--- src/rtl/pipeline_hazard_ctrl.sv ---
// pipeline_hazard_ctrl
//
// Sequencing controller for a 5-stage MIPS pipeline. It watches the ID, EX
// and MEM stages and decides, every cycle, whether the front end advances,
// stalls, or is flushed. It also decides whether the whole back end is
// frozen for a slow data-memory access.
//
//   - Load-use hazards cost one stall cycle. The ID instruction is held and
//     a bubble is sent down the pipe.
//   - A taken branch squashes IF and ID. A jump squashes IF.
//   - Multi-cycle memory accesses freeze everything. A wait that outlasts
//     MEM_TIMEOUT cycles parks the controller in ERROR until Reset.
//
// Handshake: there is no valid/ready pair. MemReady acts as the "ready" of
// an access that MEMAccess has made "valid". The access completes in the
// first cycle where both are high. Until then, the pipe holds.
//
// Ports
//   CLK, Reset       rising-edge clock, synchronous active-high reset
//   IDOpcode/IDRs/IDRt/IDJump   decoded fields of the instruction in ID
//   EXMemRead/EXRt/EXBranchTaken  load and branch info from EX
//   MEMAccess, MemReady         data-memory access in MEM and its completion
//   PCWrite, IFIDWrite          front-end load enables
//   IFFlush                     zero IF/ID on the next edge
//   bubble                      zero the pipelined control of the ID instruction
//   PipeHold                    freeze ID/EX, EX/MEM, MEM/WB
//   MemErr                      sticky memory-timeout flag (set while in ERROR)
//   StallCnt                    saturating count of stall cycles
//   dbg_state                   controller state: 0 RUN, 1 MEM_WAIT, 2 ERROR
//
// All outputs are combinational from the current state and the inputs.
// This lets hazards be answered in the same cycle they appear.

module pipeline_hazard_ctrl #(
  parameter int MEM_TIMEOUT = 16
) (
  input  logic        CLK,
  input  logic        Reset,
  input  logic [5:0]  IDOpcode,
  input  logic [4:0]  IDRs,
  input  logic [4:0]  IDRt,
  input  logic        IDJump,
  input  logic        EXMemRead,
  input  logic [4:0]  EXRt,
  input  logic        EXBranchTaken,
  input  logic        MEMAccess,
  input  logic        MemReady,
  output logic        PCWrite,
  output logic        IFIDWrite,
  output logic        IFFlush,
  output logic        bubble,
  output logic        PipeHold,
  output logic        MemErr,
  output logic [15:0] StallCnt,
  output logic [1:0]  dbg_state
);

  typedef enum logic [1:0] {
    S_RUN      = 2'd0,
    S_MEM_WAIT = 2'd1,
    S_ERROR    = 2'd2
  } state_t;

  state_t      state_q, state_d;
  logic [15:0] wait_cnt_q, wait_cnt_d;
  logic [15:0] stall_cnt_q, stall_cnt_d;

  logic reads_rt;
  logic lu;
  logic eval_hazards;

  // R-type, SW and BEQ consume rt as a source. For every other opcode, rt
  // is a destination or an unused field, so a match on it is not a hazard.
  always_comb begin
    reads_rt = (IDOpcode == 6'b000000) || (IDOpcode == 6'b101011) ||
               (IDOpcode == 6'b000100);
    lu = EXMemRead && (EXRt != 5'd0) &&
         ((EXRt == IDRs) || ((EXRt == IDRt) && reads_rt));
  end

  always_comb begin
    PCWrite      = 1'b1;
    IFIDWrite    = 1'b1;
    IFFlush      = 1'b0;
    bubble       = 1'b0;
    PipeHold     = 1'b0;
    MemErr       = 1'b0;
    state_d      = state_q;
    wait_cnt_d   = wait_cnt_q;
    stall_cnt_d  = stall_cnt_q;
    eval_hazards = 1'b0;

    case (state_q)
      S_RUN: begin
        if (MEMAccess && !MemReady) begin
          PCWrite    = 1'b0;
          IFIDWrite  = 1'b0;
          PipeHold   = 1'b1;
          state_d    = S_MEM_WAIT;
          wait_cnt_d = 16'd1;
        end else begin
          eval_hazards = 1'b1;
        end
      end

      S_MEM_WAIT: begin
        if (!MemReady) begin
          PCWrite   = 1'b0;
          IFIDWrite = 1'b0;
          PipeHold  = 1'b1;
          // wait_cnt_q counts the hold cycles already completed. This cycle
          // is hold number wait_cnt_q+1. When that number reaches
          // MEM_TIMEOUT, ERROR is entered on the edge that ends this cycle.
          if ((32'(wait_cnt_q) + 32'd1) >= 32'(MEM_TIMEOUT)) begin
            state_d = S_ERROR;
          end else begin
            wait_cnt_d = wait_cnt_q + 16'd1;
          end
        end else begin
          eval_hazards = 1'b1;
          state_d      = S_RUN;
          wait_cnt_d   = 16'd0;
        end
      end

      S_ERROR: begin
        PCWrite   = 1'b0;
        IFIDWrite = 1'b0;
        PipeHold  = 1'b1;
        bubble    = 1'b1;
        MemErr    = 1'b1;
      end

      default: begin
        state_d    = S_RUN;
        wait_cnt_d = 16'd0;
      end
    endcase

    // Front-end hazards. A branch wins over a load-use hazard because the
    // dependent ID instruction is squashed anyway.
    if (eval_hazards) begin
      if (EXBranchTaken) begin
        IFFlush = 1'b1;
        bubble  = 1'b1;
        PCWrite = 1'b1;
      end else if (lu) begin
        PCWrite   = 1'b0;
        IFIDWrite = 1'b0;
        bubble    = 1'b1;
      end else if (IDJump) begin
        IFFlush = 1'b1;
        PCWrite = 1'b1;
      end
    end

    if (!PCWrite && (state_q != S_ERROR) && (stall_cnt_q != 16'hFFFF)) begin
      stall_cnt_d = stall_cnt_q + 16'd1;
    end

    // Reset overrides everything. The pipe is flushed and bubbled so that no
    // output of an aborted state survives past the reset cycle.
    if (Reset) begin
      PCWrite     = 1'b0;
      IFIDWrite   = 1'b0;
      IFFlush     = 1'b1;
      bubble      = 1'b1;
      PipeHold    = 1'b0;
      MemErr      = 1'b0;
      state_d     = S_RUN;
      wait_cnt_d  = 16'd0;
      stall_cnt_d = 16'd0;
    end
  end

  always_ff @(posedge CLK) begin
    if (Reset) begin
      state_q     <= S_RUN;
      wait_cnt_q  <= 16'd0;
      stall_cnt_q <= 16'd0;
    end else begin
      state_q     <= state_d;
      wait_cnt_q  <= wait_cnt_d;
      stall_cnt_q <= stall_cnt_d;
    end
  end

  assign StallCnt  = stall_cnt_q;
  assign dbg_state = state_q;

endmodule
--- config.mk ---
export PLATFORM = sky130hd
export DESIGN_NAME = pipeline_hazard_ctrl
export DESIGN_NICKNAME = d
export VERILOG_FILES = /design/src/rtl/pipeline_hazard_ctrl.sv
export SDC_FILE = /design/constraint.sdc
export NUM_CORES = 1
export LEC_CHECK = 0
export ABC_AREA = 1
export CAP_MARGIN = 20
export CORE_MARGIN = 1
export CORE_UTILIZATION = 51
export CTS_CLUSTER_DIAMETER = 30
export DETAILED_ROUTE_END_ITERATION = 6
export PLACE_DENSITY = 0.82
export SYNTH_ARGS = -nofsm -noshare
export SYNTH_HDL_FRONTEND = slang
export SYNTH_SLANG_ARGS = --single-unit
--- constraint.sdc ---
create_clock -name CLK -period 2.43 [get_ports CLK]
set_input_delay 0.486 -clock CLK [delete_from_list [all_inputs] [get_ports CLK]]
set_output_delay 0.486 -clock CLK [all_outputs]
set_load 0.01 [all_outputs]
Run 1, sequential cells grouped by signal name:
Other sequential cells in the stronger grey, the rest of the logic in the fainter grey.
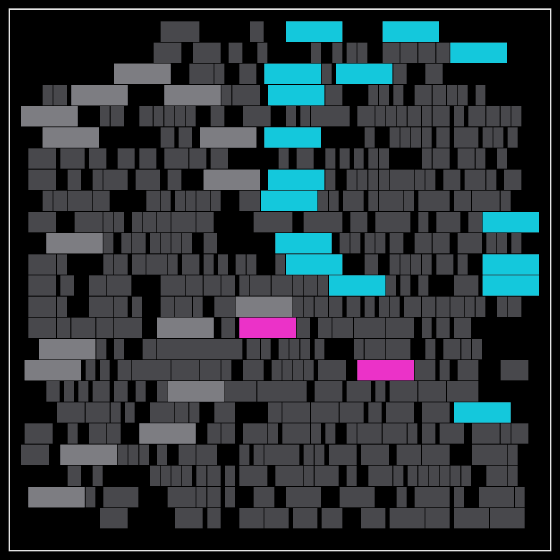
| netlist name | colour | sequential cells |
|---|---|---|
| dbg_state | magenta | 2 |
| wait_cnt_q | cyan | 16 |

Run 1, signal wires on met3:
Bar = 20 microns.
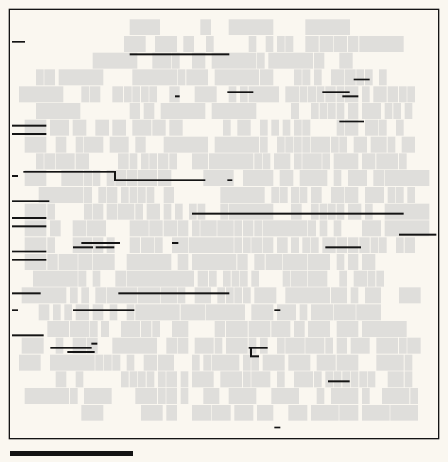
main direction: horizontal
nets with wire on the layer: 30
longest straight run: 34.0 microns
wire length on this layer: 219 microns
share of all routed wire: 3.6%

Run 1, metal 1:
Bar = 20 microns.
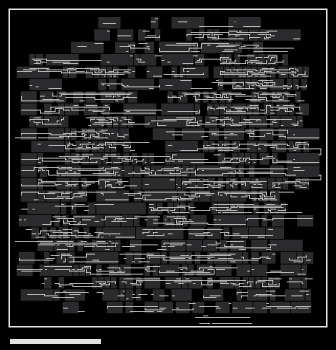
longest straight run: 23.9 microns
wire length on this layer: 2620 microns
main direction: horizontal
share of all routed wire: 43%
nets with wire on the layer: 422

==> run 1: sequential cells by signal (all words and copies together) (netlist names) <==
register	cells
StallCnt	16
dbg_state	2
wait_cnt_q	16
==> run 1: where the power goes <==
part	total (mW)	switching, mW	internal (mW)
combinational	0.186	0.0951	0.0905
sequential	0.575	0.0108	0.564
clock	0.513	0.212	0.302
==> run 1: logic make-up (layout without fill, tap and decap cells) <==
logic type / after synthesis / after routing
and+or+nand+nor: 218 / 218
buffers and inverters: 50 / 114
adders and majority gates: 2 / 2
AOI/OAI and AO/OA: 32 / 32
xor gates and xnor gates: 26 / 26
DFF: 34 / 34
==> run 1: metal layers <==
metal,track usage [%],vias up,part of all wire [%]
met3,4.506,12,3.6
met5,0,-,0
met1,29.55,1086,43
li1,-,1284,-
met4,8.844,0,1.9
met2,46.82,53,51
==> Slide: Implementation Results, run 1 <==
Run Summary

Critical path
  – Worst Reg-to-Reg Cells: 11
  – Crit start category: primary input
  – Critical path cell sequence: clkdlybuf4s50_1, inv_1, nand2_1, nor3_2, nand2_1, o21ai_2, and2_4, nor2_1, o21ai_1, nand2_1, buf_2
  – Worst EP arrival: around 1.9 ns
  – CP delay by family, top: buffers and inverters
  – Buf/Inv on CP: 3
  – R2R Path Start: wait_cnt_q[0]
  – Crit end category: output port
  – Reg2reg end: wait_cnt_q[3]
  – Worst endpoint required time: just under 2 ns
  – CP startpoint: IDOpcode[4]
  – CP max-delay cell: clkdlybuf4s50_1
  – Critical Path Max Stage Delay: 0.42 ns
  – CP Class: primary input to output port
  – Critical Path Sink: IFFlush
  – Critical path fanouts, max: 2
  – R2r setup slk: 0.40 ns
  – Cell mode on critical path: nand2_1
  – Crit path depth: 11

Finish
  – Fillers: ~370
  – Comb/total area: 47.53%
  – ANT cells: 0
  – Comb_multi_in: between 200 and 300
  – Leading cell kind: multi-input combinational cells
  – Final clock-cell share: roughly 3.5%
  – Final Cell Area: ~0.0031 sq mm
  – Bufs w/o clock: about 65
  – Layout cells sized above 1: between 10 and 15%
  – Seq cells: 34
  – Utilization after layout: 70.86%
  – Non-Filler Instances: between 400 and 500
  – Most frequent cells in the layout: 85 x nand2_1, 53 x nor2_1, 40 x inv_1, 34 x dfxtp_1, 32 x clkdlybuf4s50_1
  – Non-clk invs: approximately 41
  – P&R area growth vs syn: 33.08%
  – FF+latch area: a little under 700 sq um
  – Nets: around 460
  – Most frequent logic cell in the layout: nand2_1
  – MI comb area: 0.001466 sq mm
  – Fraction of area in non-clock buffers: a little under 20%
  – Layout clock buffers: 5
  – Flop share of the area: ~22%

Flow run
  – Maximum Capacitance Violations: 0
  – Tool Warnings: 28

Routing
  – Remaining DRCs: 0
  – Initial DRC count: roughly 140
  – Vias after detailed routing: ~2400
  – Number of antenna-violating nets in the routed design: 0
  – WL per Instance: approximately 13 microns
  – DRT Wirelength: ~6100 microns
  – 1st-pass router iterations: 5
  – Drt via density: ~5

Logic synthesis
  – Ys cells: ~360
  – Warnings, synthesis: 0
  – Synth Area in Adders: under 10%
  – Distinct lib cells: 30
  – Synthesized flop and latch total: 34
  – Synth area leader: dfxtp_1
  – Ys async rst share: 0%
  – XOR/XNOR Fraction of Synth Area: 9.822%
  – Main area contributors: dfxtp_1 29%, nand2_1 14%, nor2_1 8.7%
  – Number of nets at floorplan: between 300 and 400
  – Post-Synthesis Cells: about 360
  – Synth Flop Type: dfxtp_1
  – Post-synth seq share: 29.36%
  – AND/OR/NAND/NOR Cells, Area Fraction: a little over two fifths
  – MUX share of area: 0%
  – Main logic family: simple AND/OR/NAND/NOR gates
  – Yosys synthesis chip area: approximately 0.0023 sq mm
  – Max-area cell share: a little under 30%
  – Top cells by count: 85 x nand2_1, 54 x nor2_1, 40 x inv_1, 34 x dfxtp_1, 23 x nand3_1
  – Netlist Area Pre-Place: between 0.002 and 0.0025 sq mm
  – EDFF count, synth: 0
  – Most frequent cell after synthesis: nand2_1
  – Yosys aoi share: 7.339%
  – Avg Synthesized Cell Area: 6.405 sq um

GRT
  – Tot GR Track Use: about 26%
  – GRT Residual Overflow: 0
  – First-pass GRT wire length: about 10000 microns
  – Vias in the first global route: approximately 2300
  – Initial antenna violation count: 0
  – Largest net degree at the start of global routing: 18

Final timing
  – Max Slew Vio Count: 0
  – Worst-Margin Slew: about 0.5 ns
  – Hold Slack: ~0.47 ns
  – # setup viols final: 0
  – Relative slew margins: about 67%
  – Worst clock skew: 0.01006 ns
  – Crit path time final: roughly 2.4 ns
  – Final period util: roughly 99%
  – Final worst setup slack: 0.01449 ns
  – Max Freq: slightly above 400 MHz
  – Final hold viol count: 0
  – Final setup TNS: 0 ns
  – RSZ-0062 raised after global routing: true

Clock network
  – Clk buf depth: 2
  – Clock-pin slew on the worst setup and hold paths: about 0.080 ns
  – Clock sinks: 34
  – Clk root buf: clkbuf_8
  – Late-Pin Clk Latency: around 0.29 ns
  – H-tree Lvls: 2
  – Postcts setup bufs: 2
  – Total CTS buffers: 5
  – Hold buffer count at CTS: 0
  – CTS tree: built
  – Post_cts resized: 27

Worst hold path
  – Worst Hold Path Cells: 2
  – Hold path start: wait_cnt_q[15]
  – Hold Path Class: flop to flop
  – Hold Path End: wait_cnt_q[15]

Power
  – Tot Pwr: approximately 1.3 mW
  – P_leak: 1.307 nW
  – Pwr per Cell Area: just over 400 mW/mm^2
  – Worst vdd ir: about 0.00030 V

Floorplan
  – Initial cell density of the core: between 50% and 60%
  – Well Taps: 52
  – Die W: around 69 microns
  – Core ar.: 0.004354 sq mm
  – Die height: between 60 and 70 microns
  – Row cnt: 24
  – DIE AREA: between 0.004 and 0.005 sq mm
  – Num ports: between 50 and 60

Place
  – Final HPWL DP: between 4000 and 5000 microns
  – Placed cells: approximately 470
  – Final GP Congestion: slightly above 0.9
  – Pre-CTS WS: -0.4893 ns
  – I/O Buffers: approximately 50
  – Area after DPL: around 0.0029 sq mm

Outcome
  – Status: complete, no violations
==> inputs of run 2 (changes only) <==
--- a/config.mk
+++ b/config.mk
@@ -6,6 +6,7 @@
 export NUM_CORES = 1
 export LEC_CHECK = 0
 export ABC_AREA = 1
+export ABC_CLOCK_PERIOD_IN_PS = 2430
 export CAP_MARGIN = 20
 export CORE_MARGIN = 1
 export CORE_UTILIZATION = 51
Run 2, signal wires on met3:
Bar = 20 microns.
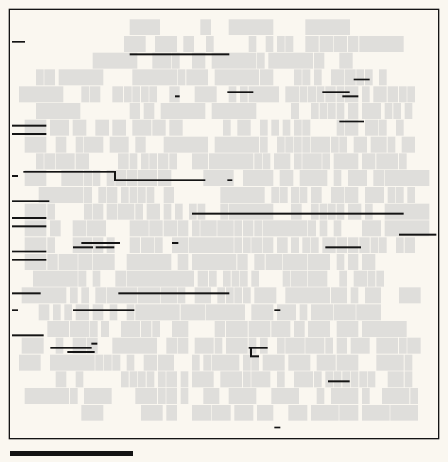
nets with wire on the layer: 30
main direction: horizontal
wire length on this layer: 219 microns

==> run 2 against run 1 <==
Global-route usage did not move. Clock power barely moved. Design area did not move. Non-clock buffer count did not move. Register-to-register slack barely moved. Setup slack did not move. First-iteration DRC count did not move. Count of clock-buffer cells in the layout did not move. Clock skew did not move. Area after synthesis did not move. Sequential power barely moved. Final cell count did not move. Highest routed layer unchanged.
==> Slide: Implementation Results, run 2 <==
Run Summary

GRT
  – Initial antenna violation count: 0
  – GR peak layer: met2
  – Met1 Use GR: between 20 and 30%
  – Grt met2 use: 46.82%
  – First-pass GRT wire length: between 10000 and 15000 microns
  – GRT Residual Overflow: 0
  – GR Util met3: 4.506%
  – Tot GR Track Use: 25.54%

Final timing
  – Max Freq: approximately 410 MHz
  – RSZ-0062 raised after global routing: true
  – Max Slew Vio Count: 0
  – Relative slew margins: between 60% and 70%
  – Final setup TNS: 0 ns
  – Worst-Margin Slew: approximately 0.50 ns
  – # setup viols final: 0
  – Crit path time final: between 2 and 2.5 ns
  – Worst clock skew: ~0.010 ns
  – Final period util: between 90 and 100%
  – Hold Slack: about 0.47 ns

Finish
  – Final Cell Area: between 0.003 and 0.004 sq mm
  – Seq cells: 34
  – Leading cell kind: multi-input combinational cells
  – P&R area growth vs syn: 33.08%
  – Bufs w/o clock: about 65
  – Utilization after layout: between 70% and 80%
  – Layout cells sized above 1: between 10% and 20%
  – Nets: between 400 and 500
  – Final clock-cell share: under 10%
  – Flop share of the area: approximately 22%
  – Non-clk invs: 41
  – ANT cells: 0
  – FF+latch area: a little under 700 sq um
  – Non-Filler Instances: ~480
  – Layout clock buffers: 5
  – Fillers: about 370
  – Comb/total area: between 40% and 50%
  – Most frequent cells in the layout: 85 x nand2_1, 53 x nor2_1, 40 x inv_1, 34 x dfxtp_1, 32 x clkdlybuf4s50_1

Routing
  – Metal1 wirelength: ~2600 microns
  – Vias after detailed routing: between 2000 and 2500
  – 1st-pass router iterations: 5
  – DRT Wirelength: approximately 6000 microns
  – Met3 wire length: about 220 microns
  – WL per Instance: around 13 microns
  – Met2 WL: roughly 3100 microns
  – Initial DRC count: between 100 and 150

Logic synthesis
  – Distinct lib cells: 30
  – Main area contributors: dfxtp_1 29%, nand2_1 14%, nor2_1 8.7%
  – Yosys synthesis chip area: 0.002318 sq mm
  – Post-Synthesis Cells: ~360
  – Number of nets at floorplan: around 390
  – Post-synth seq share: 29.36%
  – Max-area cell share: ~29%
  – Ys cells: 362
  – EDFF count, synth: 0
  – Most frequent cell after synthesis: nand2_1
  – Netlist Area Pre-Place: between 0.002 and 0.0025 sq mm
  – Top cells by count: 85 x nand2_1, 54 x nor2_1, 40 x inv_1, 34 x dfxtp_1, 23 x nand3_1
  – Synth Flop Type: dfxtp_1
  – Synthesized flop and latch total: 34
  – Synth area leader: dfxtp_1
  – Ys async rst share: 0%

Floorplan
  – Core ar.: between 0.004 and 0.005 sq mm
  – Initial cell density of the core: ~53%
  – Die height: roughly 69 microns
  – Well Taps: ~52
  – Num ports: about 52
  – DIE AREA: a little under 0.005 sq mm
  – Row cnt: 24

Clock network
  – Clk buf depth: 2
  – Late-Pin Clk Latency: around 0.29 ns
  – Clock sinks: 34
  – Hold buffer count at CTS: 0
  – CTS tree: built
  – H-tree Lvls: 2
  – Total CTS buffers: 5
  – Clock-pin slew on the worst setup and hold paths: around 0.080 ns

Critical path
  – Crit end category: output port
  – Worst EP arrival: ~1.9 ns
  – R2R Path Start: wait_cnt_q[0]
  – Worst endpoint required time: 1.94 ns
  – CP startpoint: IDOpcode[4]
  – CP Class: primary input to output port
  – R2r setup slk: approximately 0.40 ns
  – Reg2reg end: wait_cnt_q[3]
  – Worst Reg-to-Reg Cells: 11

Power
  – Flop+latch power: approximately 0.58 mW
  – Clock network power: about 0.5 mW
  – Sequential Power Share: 45.1%
  – Main power-consuming group: registers
  – Comb pwr share: ~15%
  – Logic power comb: 0.186 mW
  – Pwr per Cell Area: between 400 and 500 mW/mm^2
  – P_leak: 1.307 nW
  – Clock network fraction of design power: between 40% and 50%
  – Tot Pwr: approximately 1.3 mW
  – Power Internal: around 0.96 mW
  – Worst vdd ir: a little over 0.0003 V

Place
  – Placed cells: approximately 470
  – Final GP Congestion: between 0.9 and 1
  – Pre-CTS WS: -0.4893 ns
  – Area after DPL: roughly 0.0029 sq mm
  – Final HPWL DP: between 4000 and 5000 microns
  – I/O Buffers: slightly above 50

Worst hold path
  – Hold Path Class: flop to flop
  – Worst Hold Path Cells: 2
  – Hold path start: wait_cnt_q[15]
  – Hold Path End: wait_cnt_q[15]

Flow run
  – Maximum Capacitance Violations: 0
  – Tool Warnings: 28

Outcome
  – Status: complete, no violations
## run 2: cell counts in the layout (fill, tap and decap cells not counted)
Identical to the previous run, type by type.
## run 2: critical path, stage by stage
cell,delay (ns)
clkdlybuf4s50_1,0.42
inv_1,0.08
nand2_1,0.07
nor3_2,0.10
nand2_1,0.09
o21ai_2,0.17
and2_4,0.17
nor2_1,0.03
o21ai_1,0.11
nand2_1,0.06
buf_2,0.14
## run 2: kinds of logic after synthesis
logic type,count (synthesis),share of synthesized area [%]
adders and majority gates,2,1.079
and+or+nand+nor,218,43.44
xor gates and xnor gates,26,9.822
buffers and inverters,50,8.958
DFF,34,29.36
AOI/OAI and AO/OA,32,7.339
## run 2: repair_timing
action | CTS | global route
buffers inserted | 2 | 1
pin swaps | 4 | 14
setup endpoints to repair | 5 | 20
gates resized | 27 | 16
Power figures rest on the tool's default switching activity, not on a simulated workload.
